===== config.mk =====
export PLATFORM = sky130hd
export DESIGN_NAME = load_store_unit
export DESIGN_NICKNAME = d
export VERILOG_FILES = /design/src/rtl/load_store_unit.sv
export SDC_FILE = /design/constraint.sdc
export NUM_CORES = 1
export LEC_CHECK = 0
export ABC_AREA = 1
export CORE_AREA = 2 2 129 131
export CTS_CLUSTER_DIAMETER = 200
export CTS_CLUSTER_SIZE = 14
export DETAILED_ROUTE_END_ITERATION = 7
export DIE_AREA = 0 0 131 133
export SYNTH_ARGS = -nofsm -noshare
export SYNTH_HDL_FRONTEND = slang
export SYNTH_SLANG_ARGS = --single-unit

===== constraint.sdc =====
create_clock -name clk -period 9 [get_ports clk]
set_clock_uncertainty 0.15 [all_clocks]
set_input_delay 0.9 -clock clk [delete_from_list [all_inputs] [get_ports clk]]
set_output_delay 0.9 -clock clk [all_outputs]
set_load 0.02 [all_outputs]

===== src/rtl/load_store_unit.sv =====
// Memory-stage load/store sequencer: byte-lane store steering, load extraction/extension, req/ack memory port.
// Optional feature: define MISALIGN_TRAP_EN to trap misaligned half/word accesses instead of aligning them down.
//
// state  | meaning
// IDLE   | waiting for start; latches the operation
// REQ    | mem_req held with stable outputs until mem_ack
// RESP   | done pulse (and misaligned pulse when trapped)
module load_store_unit (
    input  logic        clk,
    input  logic        reset,
    input  logic        start,
    input  logic [31:0] addr,
    input  logic [31:0] store_data,
    input  logic [3:0]  mem_write,
    input  logic        mem_read,
    input  logic [1:0]  read_width,
    input  logic        zero_ex,
    output logic        busy,
    output logic        done,
    output logic [31:0] load_data,
`ifdef MISALIGN_TRAP_EN
    output logic        misaligned,
`endif
    output logic [31:0] mem_addr,
    output logic        mem_req,
    output logic        mem_we,
    output logic [3:0]  mem_be,
    output logic [31:0] mem_wdata,
    input  logic        mem_ack,
    input  logic [31:0] mem_rdata
);

    typedef enum logic [1:0] {S_IDLE, S_REQ, S_RESP} state_t;
    typedef enum logic [1:0] {W_WORD, W_HALF, W_BYTE} width_t;

    state_t      state_q, state_d;
    width_t      width_q, width_d;
    logic [31:0] mem_addr_q, mem_addr_d;
    logic [31:0] mem_wdata_q, mem_wdata_d;
    logic [3:0]  mem_be_q, mem_be_d;
    logic        mem_we_q, mem_we_d;
    logic [1:0]  lane_q, lane_d;
    logic        zero_ex_q, zero_ex_d;
    logic        is_load_q, is_load_d;
    logic [31:0] load_data_q, load_data_d;

    logic   is_store, is_load, op_mis;
    width_t st_width, ld_width, op_width;

    assign is_store = (mem_write != 4'b0000);
    assign is_load  = mem_read;
    assign st_width = (mem_write == 4'b1111) ? W_WORD :
                      (mem_write == 4'b0011) ? W_HALF : W_BYTE;
    assign ld_width = (read_width == 2'd1) ? W_HALF :
                      (read_width == 2'd2) ? W_BYTE : W_WORD;
    assign op_width = is_store ? st_width : ld_width;

`ifdef MISALIGN_TRAP_EN
    logic mis_q, mis_d;
    assign op_mis = (op_width == W_HALF && addr[0]) ||
                    (op_width == W_WORD && addr[1:0] != 2'b00);
    assign misaligned = (state_q == S_RESP) && mis_q;
`else
    assign op_mis = 1'b0;
`endif

    function automatic logic [31:0] extract(input logic [31:0] word, input width_t w,
                                            input logic [1:0] lane, input logic zx);
        logic [15:0] h;
        logic [7:0]  b;
        h = lane[1] ? word[31:16] : word[15:0];
        case (lane)
            2'd0:    b = word[7:0];
            2'd1:    b = word[15:8];
            2'd2:    b = word[23:16];
            default: b = word[31:24];
        endcase
        case (w)
            W_HALF:  extract = zx ? {16'h0, h} : {{16{h[15]}}, h};
            W_BYTE:  extract = zx ? {24'h0, b} : {{24{b[7]}}, b};
            default: extract = word;
        endcase
    endfunction

    always_comb begin
        state_d     = state_q;
        width_d     = width_q;
        mem_addr_d  = mem_addr_q;
        mem_wdata_d = mem_wdata_q;
        mem_be_d    = mem_be_q;
        mem_we_d    = mem_we_q;
        lane_d      = lane_q;
        zero_ex_d   = zero_ex_q;
        is_load_d   = is_load_q;
        load_data_d = load_data_q;
`ifdef MISALIGN_TRAP_EN
        mis_d       = mis_q;
`endif
        case (state_q)
            S_IDLE: begin
                if (start) begin
                    mem_addr_d = {addr[31:2], 2'b00};
                    lane_d     = addr[1:0];
                    width_d    = op_width;
                    zero_ex_d  = zero_ex;
                    is_load_d  = !is_store && is_load;
`ifdef MISALIGN_TRAP_EN
                    mis_d      = (is_store || is_load) && op_mis;
`endif
                    if (is_store) begin
                        mem_we_d = 1'b1;
                        case (st_width)
                            W_WORD: begin
                                mem_be_d    = 4'b1111;
                                mem_wdata_d = store_data;
                            end
                            W_HALF: begin
                                mem_be_d    = addr[1] ? 4'b1100 : 4'b0011;
                                mem_wdata_d = {2{store_data[15:0]}};
                            end
                            default: begin
                                mem_be_d    = 4'b0001 << addr[1:0];
                                mem_wdata_d = {4{store_data[7:0]}};
                            end
                        endcase
                    end else if (is_load) begin
                        mem_we_d = 1'b0;
                        mem_be_d = 4'b1111;
                    end else begin
                        mem_we_d = 1'b0;
                        mem_be_d = 4'b0000;
                    end
                    // Trapped and no-op operations skip the memory request entirely
                    state_d = ((is_store || is_load) && !op_mis) ? S_REQ : S_RESP;
                end
            end
            S_REQ: begin
                if (mem_ack) begin
                    state_d = S_RESP;
                    if (is_load_q)
                        load_data_d = extract(mem_rdata, width_q, lane_q, zero_ex_q);
                end
            end
            S_RESP:  state_d = S_IDLE;
            default: state_d = S_IDLE;
        endcase
    end

    always_ff @(posedge clk or posedge reset) begin
        if (reset) begin
            state_q     <= S_IDLE;
            width_q     <= W_WORD;
            mem_addr_q  <= 32'h0;
            mem_wdata_q <= 32'h0;
            mem_be_q    <= 4'h0;
            mem_we_q    <= 1'b0;
            lane_q      <= 2'b00;
            zero_ex_q   <= 1'b0;
            is_load_q   <= 1'b0;
            load_data_q <= 32'h0;
`ifdef MISALIGN_TRAP_EN
            mis_q       <= 1'b0;
`endif
        end else begin
            state_q     <= state_d;
            width_q     <= width_d;
            mem_addr_q  <= mem_addr_d;
            mem_wdata_q <= mem_wdata_d;
            mem_be_q    <= mem_be_d;
            mem_we_q    <= mem_we_d;
            lane_q      <= lane_d;
            zero_ex_q   <= zero_ex_d;
            is_load_q   <= is_load_d;
            load_data_q <= load_data_d;
`ifdef MISALIGN_TRAP_EN
            mis_q       <= mis_d;
`endif
        end
    end

    assign busy      = (state_q != S_IDLE);
    assign done      = (state_q == S_RESP);
    assign mem_req   = (state_q == S_REQ);
    assign mem_addr  = mem_addr_q;
    assign mem_we    = mem_we_q;
    assign mem_be    = mem_be_q;
    assign mem_wdata = mem_wdata_q;
    assign load_data = load_data_q;

endmodule


Fig. 1: run 1, routed clock nets over the placement
Scale bar: 50 um.
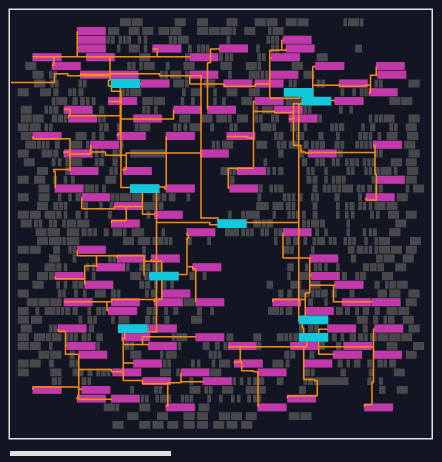
[magenta] flip-flops | count: 107
[orange] clock wires | length: 1440 um
[cyan] clock drivers | count: 9
routed clock nets: 10
flops lie: all over the die
Clock Latency Late Sink: 0.35 ns
clock share of power: 16.9%
clk pwr: 0.000440 W

Fig. 2: run 1, the clock network
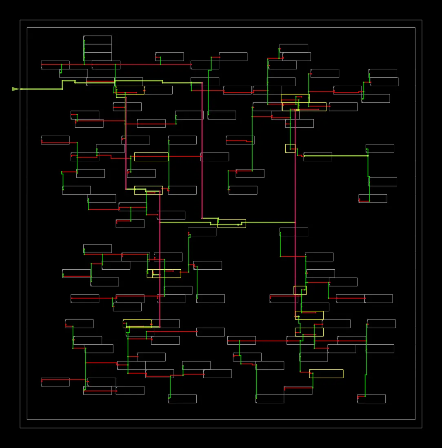
total clock buffers created by CTS: 9
clkbuf count: 10

Fig. 3: run 1, wire density map
The die is cut into 26 by 27 equal tiles; dark blue is low, red is high, scaled to the fullest tile. Values are wire area over tile area, all layers added.
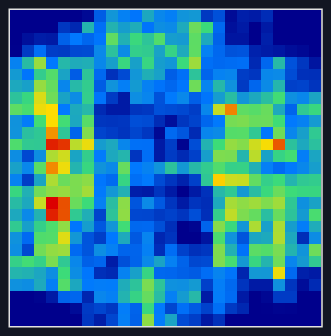
nearly empty tiles: 9.7%
tiles over half the peak: 17%
fullest tile: 0.52
emptiest ninth of the die: north-east
mean over tiles: 0.15
Vias: 5024
WL per Instance: 14.83 um
Routed WL: 16460 um

==> run notes, run 1 <==
impl run done, here's what came out: critical path's slowest cell=clkdlybuf4s50_1, Post-Syn Area=0.005364 mm^2, final worst slack=5.751 ns, crit path DRT=9.14 ns, crit-path max cell delay=0.51 ns, asr flop ratio synth=100.0%, Clk Tree Root Cell=clkbuf_16, Startpoint Class=input pin, CP Capture Type=flip-flop, yosys cell count=695, adder-cell share of the synthesized area=0.4665%, Worst Setup SP=start, min-delay src=mem_addr[20], clock sinks=107, Gate Count Post-Synth=695, post-route cell area=0.007851 mm^2, status=complete, no violations, max_cap viols=0, Final Hold Fails=0, VDD IR max=0.1720 mV, total gr overflow=0, Synth Seq Share=49.92%, pin count of the biggest net entering global routing=68, GPL Wtd Cong=0.8871, DRT Pass-1 Iters=4, Pwr Density=331.9 mW/mm^2, crit path cell chain=clkdlybuf4s50_1, nand3_4, inv_4, nand2_4, inv_4, o21ai_0, o21ai_1, Horiz. Die Dim=131 um, Post-synth EDFFs=0
## run 1: state kept, by name, indices dropped and copies added (netlist names)
signal / cells
mem_be: 4
lane_q: 2
load_data: 32
width_q: 2
mem_addr: 30
mem_wdata: 32
mem_we: 1
state_q: 2
is_load_q: 1
zero_ex_q: 1
## run 1: metrics by stage
step | util, % | cells | hold slack [ns]
after floorplan | - | 696 | 0.3031
after global placement | 46.55 | 1095 | 0.3117
after detailed placement | 46.55 | 1095 | 0.3138
after CTS | 48.55 | 1110 | 0.3340
after global routing | 48.55 | 1110 | 0.3505
final | 48.55 | 1110 | 0.3287
## run 1: cells in the mapped netlist (7+ instances only)
master   number  area [um^2]
buf_4         7        52.55
o21ai_1      21        105.1
buf_6         9        101.4
dfrtp_1     107         2678
inv_2         7        26.28
nor2_1       29        108.9
o21ai_0      24        120.1
a21oi_1      69        345.3
or2_2        18        112.6
nand3_1       9        45.04
buf_2        12        60.06
inv_1        54        202.7
nand2_1     289         1085
## run 1: where the power goes
part / total [W] / switching (W) / leakage, nW / internal, W
logic: 0.00135 / 0.000771 / 2.40 / 0.000575
clock network: 0.000440 / 0.000187 / 0.161 / 0.000253
registers: 0.000820 / 0.000135 / 1.35 / 0.000686
total: 0.00261 / 0.00109 / 3.91 / 0.00151
## run 1: logic make-up (layout without fill, tap and decap cells)
group,Yosys count,count (layout)
compound gates,124,124
flops,107,107
fa+ha+maj,2,2
buf+inv,97,291
simple gates,364,364
other cells,1,2
## run 1: tightest hold or removal path, cell delays in order (launching register included)
cell	delay [ns]
dfrtp_1	0.34
nand2_1	0.05
nand2_1	0.05
## run 1: cell type report
| cell class | count | area share (%) |
|---|---|---|
| clock buffer | 10 | 3.044 |
| tap | 220 | 3.506 |
| timing repair buffer | 212 | 26.93 |
| clock inverter | 5 | 1.084 |
| multi-input combinational | 492 | 28.18 |
| sequential | 107 | 34.10 |
| inverter | 64 | 3.155 |
## run 1: per-layer routing
| layer | up-vias | share of wire (%) | track usage, % |
|---|---|---|---|
| li1 | 2533 | - | - |
| met1 | 2307 | 44 | 25.65 |
| met2 | 163 | 46 | 29.48 |
| met3 | 21 | 7.8 | 5.459 |
| met4 | 0 | 2.3 | 6.797 |
| met5 | - | 0 | 0 |
## run 1: final timing paths
path,end,slack (ns)
hold / removal,mem_addr[20],0.33
max in group asynchronous,mem_wdata[6],6.66
hold reg to reg,mem_addr[20],0.33
setup / recovery,mem_wdata[20],5.75
setup reg to reg,mem_wdata[20],6.30
min in group asynchronous,load_data[14],0.80
==> run 2, diff against run 1 <==
==> constraint.sdc (replaced) <==
create_clock -name clk -period 3.1 [get_ports clk]
set_clock_uncertainty 0.15 [all_clocks]
set_input_delay 0.31 -clock clk [delete_from_list [all_inputs] [get_ports clk]]
set_output_delay 0.31 -clock clk [all_outputs]
set_load 0.02 [all_outputs]
==> run notes, run 2 <==
impl run done, here's what came out: status=complete, no violations, most frequent cells after synthesis=nand2_1 (289), dfrtp_1 (107), a21oi_1 (69), clock sinks=107 (unchanged), Gate Count Post-Synth=695 (unchanged), Layout Utilization=48.65% (+0.10 points), Cell area leaders=dfrtp_1 (50%), nand2_1 (20%), a21oi_1 (6.4%), Synth Seq Share=49.92% (unchanged), global-route wire length before repair=26150 um, post-layout min period=2.087 ns, hold_buf cts=0, Port Buffer Count=209, pin count of the biggest net entering global routing=96 (+41%), area leader, netlist=dfrtp_1, asr flop ratio synth=100.0% (unchanged), #FFs+latches synth=107, Clock Latency Late Sink=0.35 ns (about the same), crit path DRT=3.19 ns (-5.95 ns), VDD IR max=0.3756 mV (+120%), yosys cell count=695 (unchanged), Core ar.=0.01617 mm^2, total clock buffers created by CTS=9 (unchanged), Vias=5023 (-0.020%), most common cell in the netlist=nand2_1, Final Hold Fails=0 (unchanged), Startpoint Class=flip-flop, First DRT Iteration DRCs=375, Clk Tree Root Cell=clkbuf_16, Routed WL=16470 um (about the same), Final period util=67.33%, DRT Pass-1 Iters=5 (+1), Final ANT Viol Nets=0, r2r endpoint=load_data[0], Pwr Density=954.1 mW/mm^2 (+190%), Die Area=0.01742 mm^2, total gr overflow=0 (unchanged), R2R Setup Slk=1.01 ns (-5.29 ns), WL per Instance=14.79 um (-0.29%), Post-Syn Area=0.005364 mm^2 (unchanged), max_cap viols=0 (unchanged), area share, top type=49.92% (unchanged), GPL Wtd Cong=0.8579 (-3.3%), Worst Setup SP=width_q[0], Post-synth EDFFs=0 (unchanged), Horiz. Die Dim=131 um (unchanged), CP Capture Type=flip-flop
run 2: cell counts after synthesis:
No cell type changed its count.
run 2: stage by stage:
stage	area [um^2]	instances	total power [W]	hold slack (ns)	setup WS [ns]
2_1_floorplan	5371	696	0.004673	0.2687	1.352
3_3_place_gp	7564	1098	0.006350	0.3123	0.8711
3_5_place_dp	7564	1098	0.006361	0.3142	0.8473
4_1_cts	7868	1114	0.007591	0.1102	1.024
5_1_grt	7868	1114	0.008077	0.1579	0.7928
6_report	7868	1114	0.007506	0.1211	1.013
run 2: power by group:
group | switching (W) | internal (W) | total (W)
clock network | 0.000529 | 0.000649 | 0.00118
logic | 0.00230 | 0.00169 | 0.00399
registers | 0.000349 | 0.00199 | 0.00234
total | 0.00317 | 0.00433 | 0.00751
run 2: final cells by class:
cell class | count | area, um^2 | share of cell area, %
well taps | 220 | 275.3 | 3.499
multi-input cells | 492 | 2212 | 28.12
flip-flops and latches | 107 | 2678 | 34.03
clock inverters | 6 | 65.06 | 0.8270
inverters | 64 | 249.0 | 3.165
repair buffers | 215 | 2150 | 27.32
clock buffers | 10 | 239.0 | 3.038
run 2: cell families after synthesis:
family / count (synthesis) / share of synthesized area (%)
AOI/OAI and AO/OA: 124 / 12.20
adders and majority gates: 2 / 0.4665
buffers and inverters: 97 / 8.911
DFF: 107 / 49.92
other: 1 / 0.06991
and+or+nand+nor: 364 / 28.43
run 2: how the worst max path moves through the flow:
stage                          endpoint  slack, ns
after floorplan               is_load_q       1.35
after global placement     mem_wdata[9]       0.87
after detailed placement  mem_wdata[20]       0.85
after CTS                  load_data[0]       1.02
after global routing       load_data[0]       0.79
final                      load_data[0]       1.01
run 2: routing by layer:
layer / global-route usage, % / wire length (um) / vias to the layer above
met1: 27.03 / 7603 / 2286
met5: 0 / 0 / -
met2: 28.58 / 7322 / 183
li1: - / - / 2537
met3: 5.014 / 1247 / 17
met4: 6.797 / 300 / 0
run 2: worst max-delay path, stage by stage (launching register included):
cell,delay [ns]
dfrtp_1,0.37
inv_1,0.05
ha_1,0.27
buf_4,0.38
clkinv_1,0.31
nand2_1,0.12
nand2_1,0.05
o211ai_1,0.08
nand2_1,0.07
nand2_1,0.06
nand2_1,0.04
Fig. 4: run 2, routed clock nets over the placement
Scale bar: 50 um.
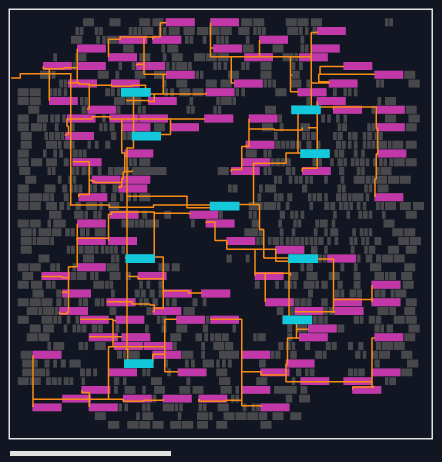
[magenta] flip-flops | count: 107
[cyan] clock drivers | count: 9
[orange] clock wires | length: 1460 um
flops lie: all over the die
clock share of power: 15.7%
clk pwr: 0.00118 W

Power figures rest on the tool's default switching activity, not on a simulated workload.
